Fig. 1: cell placement
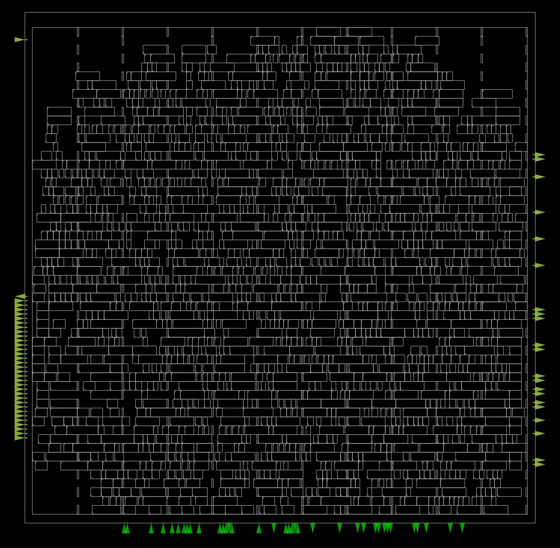
Fig. 2: port wiring
Drawn at 2 px/micron.
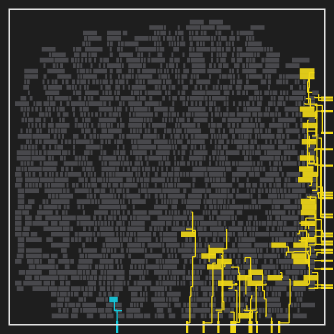
Fig. 3: sizing map
Drawn at 2 px/micron.
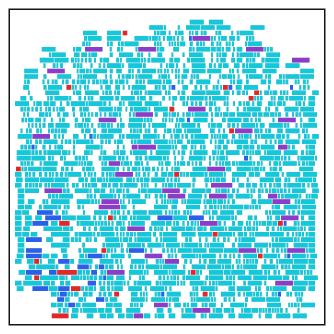
Fig. 4: local utilization
Drawn at 2 px/micron. The die is cut into 16 by 16 equal tiles; dark blue is low, red is high, 0 to 100% covered.
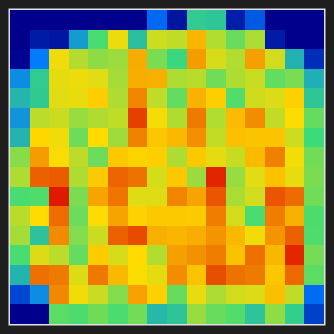
Fig. 5: M1 wires
Drawn at 4 px/micron. Supply wires on this layer in grey. Cells faint in the background.
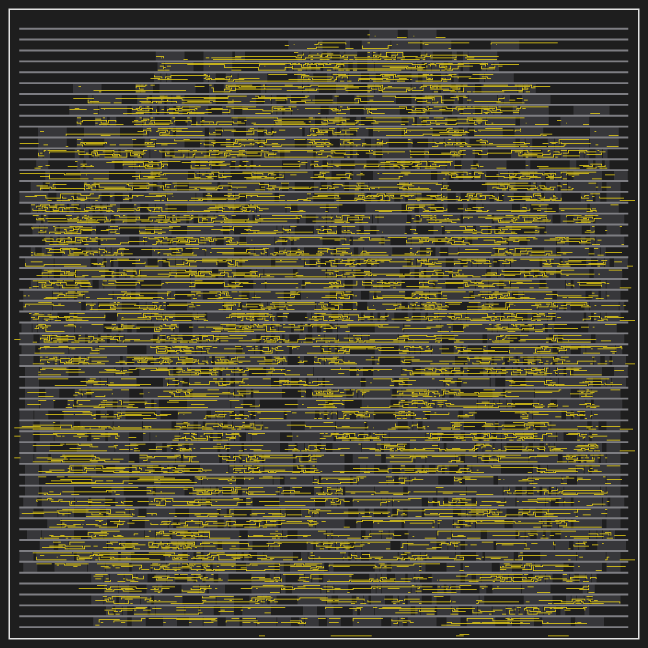
--- config.mk ---
export PLATFORM = sky130hd
export DESIGN_NAME = shifter_pipe
export DESIGN_NICKNAME = d
export VERILOG_FILES = /design/src/rtl/shifter_pkg.sv /design/src/rtl/shifter_stage.sv /design/src/rtl/shifter_pipe.sv
export SDC_FILE = /design/constraint.sdc
export NUM_CORES = 1
export LEC_CHECK = 0
export CORE_MARGIN = 2
export CORE_UTILIZATION = 60
export DETAILED_ROUTE_END_ITERATION = 6
export HOLD_SLACK_MARGIN = 0.1
export PLACE_DENSITY = 0.83
export RECOVER_POWER = 50
export SLEW_MARGIN = 20
export SYNTH_ARGS = -nofsm -noshare
export SYNTH_HDL_FRONTEND = slang
export SYNTH_SLANG_ARGS = --single-unit
export TNS_END_PERCENT = 20
--- constraint.sdc ---
create_clock -name clk -period 5.15 [get_ports clk]
set_clock_uncertainty 0.15 [all_clocks]
set_input_delay 1.2875 -clock clk [delete_from_list [all_inputs] [get_ports clk]]
set_output_delay 1.2875 -clock clk [all_outputs]
set_load 0.05 [all_outputs]
--- src/rtl/shifter_pkg.sv ---
// Shared definitions for the pipelined ARM-style barrel shifter.
package shifter_pkg;

    typedef enum logic [1:0] {
        SH_LSL = 2'b00,
        SH_LSR = 2'b01,
        SH_ASR = 2'b10,
        SH_ROR = 2'b11
    } shift_type_t;

endpackage

--- src/rtl/shifter_stage.sv ---
// One pipeline slot: conditional shift by a fixed power of two, then the payload register.
module shifter_stage
    import shifter_pkg::*;
#(
    parameter int WIDTH    = 32,
    parameter int AMT_BITS = 5,
    parameter int TAG_W    = 4,
    parameter int STAGE    = 0
) (
    input  logic                clk,
    input  logic                rst,
    input  logic                advance,
    input  logic                in_valid,
    input  shift_type_t         in_type,
    input  logic [WIDTH-1:0]    in_data,
    input  logic [AMT_BITS-1:0] in_amt,
    input  logic                in_cout,
    input  logic [TAG_W-1:0]    in_tag,
    output logic                out_valid,
    output shift_type_t         out_type,
    output logic [WIDTH-1:0]    out_data,
    output logic [AMT_BITS-1:0] out_amt,
    output logic                out_cout,
    output logic [TAG_W-1:0]    out_tag
);

    localparam int SHIFT = 1 << STAGE;

    typedef struct packed {
        logic                valid;
        shift_type_t         sh_type;
        logic [WIDTH-1:0]    data;
        logic [AMT_BITS-1:0] amt;
        logic                cout;
        logic [TAG_W-1:0]    tag;
    } slot_t;

    slot_t            slot_d, slot_q;
    logic [WIDTH-1:0] shifted;

    always_comb begin
        shifted = in_data;
        case (in_type)
            SH_LSL: shifted = in_data << SHIFT;
            SH_LSR: shifted = in_data >> SHIFT;
            SH_ASR: shifted = $unsigned($signed(in_data) >>> SHIFT);
            SH_ROR: shifted = {in_data[SHIFT-1:0], in_data[WIDTH-1:SHIFT]};
        endcase
    end

    always_comb begin
        slot_d = slot_q;
        if (advance) begin
            slot_d.valid   = in_valid;
            slot_d.sh_type = in_type;
            slot_d.data    = in_amt[STAGE] ? shifted : in_data;
            slot_d.amt     = in_amt;
            slot_d.cout    = in_cout;
            slot_d.tag     = in_tag;
        end
    end

    always_ff @(posedge clk) begin
        if (rst) begin
            slot_q <= '0;
        end else begin
            slot_q <= slot_d;
        end
    end

    assign out_valid = slot_q.valid;
    assign out_type  = slot_q.sh_type;
    assign out_data  = slot_q.data;
    assign out_amt   = slot_q.amt;
    assign out_cout  = slot_q.cout;
    assign out_tag   = slot_q.tag;

endmodule

--- src/rtl/shifter_pipe.sv ---
// Pipelined barrel shifter with carry-out: decode slot, log2(WIDTH) shift slots, output register.
// Define SHIFTER_RRX_EN to make immediate ROR #0 perform RRX.
module shifter_pipe
    import shifter_pkg::*;
#(
    parameter int WIDTH = 32,
    parameter int AMT_W = 8,
    parameter int TAG_W = 4
) (
    input  logic             clk,
    input  logic             rst,
    input  logic             in_valid,
    output logic             in_ready,
    input  shift_type_t      in_type,
    input  logic             in_imm,
    input  logic [AMT_W-1:0] in_amt,
    input  logic [WIDTH-1:0] in_val,
    input  logic             in_cin,
    input  logic [TAG_W-1:0] in_tag,
    output logic             out_valid,
    input  logic             out_ready,
    output logic [WIDTH-1:0] out_data,
    output logic             out_cout,
    output logic [TAG_W-1:0] out_tag
);

    localparam int L = $clog2(WIDTH);

    typedef struct packed {
        logic             valid;
        shift_type_t      sh_type;
        logic [WIDTH-1:0] data;
        logic [L-1:0]     amt;
        logic             cout;
        logic [TAG_W-1:0] tag;
    } slot_t;

    typedef struct packed {
        logic             valid;
        logic [WIDTH-1:0] data;
        logic             cout;
        logic [TAG_W-1:0] tag;
    } out_t;

    slot_t            slot0_d, slot0_q;
    out_t             out_d, out_q;
    logic             advance;
    logic [AMT_W-1:0] amt_eff;
    logic [31:0]      a_wide;
    logic [L-1:0]     lo, lo_neg, lo_dec;
    logic [WIDTH-1:0] d_data;
    logic [L-1:0]     d_amt;
    logic             d_cout;

    assign advance  = out_ready | ~out_q.valid;
    assign in_ready = advance;

    // Out-of-range amounts and carry-out are resolved here; the shift slots only move data.
    always_comb begin
        amt_eff = in_imm ? AMT_W'(in_amt[L-1:0]) : in_amt;
        a_wide  = 32'(amt_eff);
        lo      = amt_eff[L-1:0];
        lo_neg  = -lo;
        lo_dec  = lo - L'(1);
        d_data  = in_val;
        d_amt   = '0;
        d_cout  = in_cin;
        if (amt_eff == '0) begin
            if (in_imm) begin
                case (in_type)
                    SH_LSR: begin
                        d_data = '0;
                        d_cout = in_val[WIDTH-1];
                    end
                    SH_ASR: begin
                        d_data = {WIDTH{in_val[WIDTH-1]}};
                        d_cout = in_val[WIDTH-1];
                    end
                    SH_ROR: begin
`ifdef SHIFTER_RRX_EN
                        d_data = {in_cin, in_val[WIDTH-1:1]};
                        d_cout = in_val[0];
`endif
                    end
                    default: ;
                endcase
            end
        end else begin
            case (in_type)
                SH_LSL: begin
                    if (a_wide < 32'(WIDTH)) begin
                        d_amt  = lo;
                        d_cout = in_val[lo_neg];
                    end else begin
                        d_data = '0;
                        d_cout = (a_wide == 32'(WIDTH)) ? in_val[0] : 1'b0;
                    end
                end
                SH_LSR: begin
                    if (a_wide < 32'(WIDTH)) begin
                        d_amt  = lo;
                        d_cout = in_val[lo_dec];
                    end else begin
                        d_data = '0;
                        d_cout = (a_wide == 32'(WIDTH)) ? in_val[WIDTH-1] : 1'b0;
                    end
                end
                SH_ASR: begin
                    if (a_wide < 32'(WIDTH)) begin
                        d_amt  = lo;
                        d_cout = in_val[lo_dec];
                    end else begin
                        d_data = {WIDTH{in_val[WIDTH-1]}};
                        d_cout = in_val[WIDTH-1];
                    end
                end
                SH_ROR: begin
                    d_amt  = lo;
                    d_cout = (lo == '0) ? in_val[WIDTH-1] : in_val[lo_dec];
                end
            endcase
        end
    end

    always_comb begin
        slot0_d = slot0_q;
        if (advance) begin
            slot0_d.valid   = in_valid;
            slot0_d.sh_type = in_type;
            slot0_d.data    = d_data;
            slot0_d.amt     = d_amt;
            slot0_d.cout    = d_cout;
            slot0_d.tag     = in_tag;
        end
    end

    logic             st_valid [L+1];
    shift_type_t      st_type  [L+1];
    logic [WIDTH-1:0] st_data  [L+1];
    logic [L-1:0]     st_amt   [L+1];
    logic             st_cout  [L+1];
    logic [TAG_W-1:0] st_tag   [L+1];

    assign st_valid[0] = slot0_q.valid;
    assign st_type[0]  = slot0_q.sh_type;
    assign st_data[0]  = slot0_q.data;
    assign st_amt[0]   = slot0_q.amt;
    assign st_cout[0]  = slot0_q.cout;
    assign st_tag[0]   = slot0_q.tag;

    for (genvar k = 1; k <= L; k++) begin : g_stage
        shifter_stage #(
            .WIDTH(WIDTH), .AMT_BITS(L), .TAG_W(TAG_W), .STAGE(k - 1)
        ) u_stage (
            .clk(clk), .rst(rst), .advance(advance),
            .in_valid(st_valid[k-1]), .in_type(st_type[k-1]), .in_data(st_data[k-1]),
            .in_amt(st_amt[k-1]), .in_cout(st_cout[k-1]), .in_tag(st_tag[k-1]),
            .out_valid(st_valid[k]), .out_type(st_type[k]), .out_data(st_data[k]),
            .out_amt(st_amt[k]), .out_cout(st_cout[k]), .out_tag(st_tag[k])
        );
    end

    // Type and amount are spent once the last shift slot has been applied.
    logic unused_tail;
    assign unused_tail = ^{st_type[L], st_amt[L]};

    always_comb begin
        out_d = out_q;
        if (advance) begin
            out_d.valid = st_valid[L];
            out_d.data  = st_data[L];
            out_d.cout  = st_cout[L];
            out_d.tag   = st_tag[L];
        end
    end

    always_ff @(posedge clk) begin
        if (rst) begin
            slot0_q <= '0;
            out_q   <= '0;
        end else begin
            slot0_q <= slot0_d;
            out_q   <= out_d;
        end
    end

    assign out_valid = out_q.valid;
    assign out_data  = out_q.data;
    assign out_cout  = out_q.cout;
    assign out_tag   = out_q.tag;

endmodule

==> flow_summary.yaml <==
# physical design summary
clocking:
  cts_setup_buffers: 0
  numCtsBuffers: 30
final_timing:
  fin_crit_ns: 4.045
  slew_viol_final: 167
  worst_pin_slew_ns: 1.830
  slew-limit-headroom_pct: -22.00
synth:
  simple_gate_area_share_pct: 25.26
  ys_sh_aoi_pct: 23.63
  ys_seq_share_pct: 41.48
  syn_area_per_cell_sq_um: 7.357
worst_setup_path:
  crit_family: "buffers and inverters"
  crit_required_ns: 3.71
pwr:
  power_density_nw_per_um2: 320.3
  p_comb_share_pct: 9.9
  powerSeq_mw: 2.45
placed_design:
  place_hpwl_microns: 22370
final_layout:
  area_growth_pct: 11.94
  nNonClkInverters: 12
  n_clock_buffer: 38
  stdcell_count: 2199
flow_run:
  log.warning_count: 37
  drv_cap: 1
status:
  failed_checks: "max-capacitance violations, max-slew violations"
  outcome: "complete, but fails checks"
grt:
  grt_pass1_vias: 11490
min_path:
  worstHoldPathType: "reg2reg"
drt:
  drtIter0Drc: 1400
-- Fig. 1 (at the start) --
Finished Core Util: 69.02%
sequential share of cell area: 37.09%

-- Fig. 2 (at the start) --
cyan -> in_cin  # bits 1, direction input, edge bottom, end cells 1, buffers 1, wire 16.7 microns
yellow -> out_data  # bits 32, direction output, edge 21 right, 11 bottom, end cells 32, buffers 32, wire 923 microns

-- Fig. 3 (at the start) --
red -> drive 3 to 4  # cells 23, share 1.2%
cyan -> drive 1 or less  # cells 1788, share 95%
purple -> drive 6 and up  # cells 39, share 2.1%
blue -> drive 2  # cells 36, share 1.9%
Non-CTS buffers: 109
design area: 15720 sq um
setup ws final: 1.105 ns

-- Fig. 4 (at the start) --
tiles over 75% full = 35%
fullest tile = 97%
mean over tiles = 62%
nearly empty tiles = 6.2%
fp_density: 61.66%
core area: 22780 sq um

-- Fig. 5 (at the start) --
share of all routed wire = 43%
longest straight run = 34.5 microns
met1 usage: 36.78%
post-detailed-routing wire length: 34720 microns
via count: 13.21k

## placed cells by master, fill, tap and decap left out, types with 3 or more instances in the layout
cell type and n:
a211oi_1 31, a21oi_1 257, a221oi_1 17, a22oi_1 16, a311oi_1 111, buf_4 16, clkbuf_1 7, clkbuf_16 30
clkbuf_8 3, clkdlybuf4s50_1 87, clkinv_2 9, dfxtp_1 287, dfxtp_2 4, ha_1 6, inv_1 11, mux2i_1 7
mux4_1 7, mux4_2 8, nand2_1 393, nand2b_1 4, nand3_1 9, nor2_1 333, nor2b_1 14, nor3_1 80
nor3b_1 17, o21ai_0 70, o221ai_1 3, or3_1 3
## worst min-delay path, cell delays in order, from the launching register on
cell and delay [ns]:
dfxtp_1 0.31, nand2_1 0.05, a21oi_1 0.05
## how the worst max path moves through the flow
stage / slack, ns / depth (start not counted) / startpoint / to
finish: 1.10 / 4 / out_ready / in_ready
global placement: 0.94 / 9 / in_amt[1] / slot0_q[4]
detailed placement: 0.89 / 9 / in_amt[1] / slot0_q[4]
CTS: 1.45 / 9 / in_amt[1] / slot0_q[4]
global route: 0.99 / 7 / out_ready / g_stage[1].u_stage.out_data[0]
floorplan: 1.27 / 5 / out_ready / in_ready
## cells in the mapped netlist, types with 8 or more instances
library cell	number
nand2_1	393
nor2_1	334
dfxtp_1	291
a21oi_1	258
clkbuf_1	153
a311oi_1	111
nor3_1	80
o21ai_0	70
a211oi_1	31
a221oi_1	17
nor3b_1	17
a22oi_1	16
buf_1	15
nor2b_1	14
buf_2	11
inv_1	11
nand3_1	9
mux4_2	8
## per-layer routing
metal	track usage [%]	routed length, microns	part of all wire [%]
met2	47.24	16950	49
met5	0	0	0
met4	9.349	1170	3.4
met1	36.78	14980	43
met3	2.891	1628	4.7
Power is estimated from default activity; no workload was simulated.
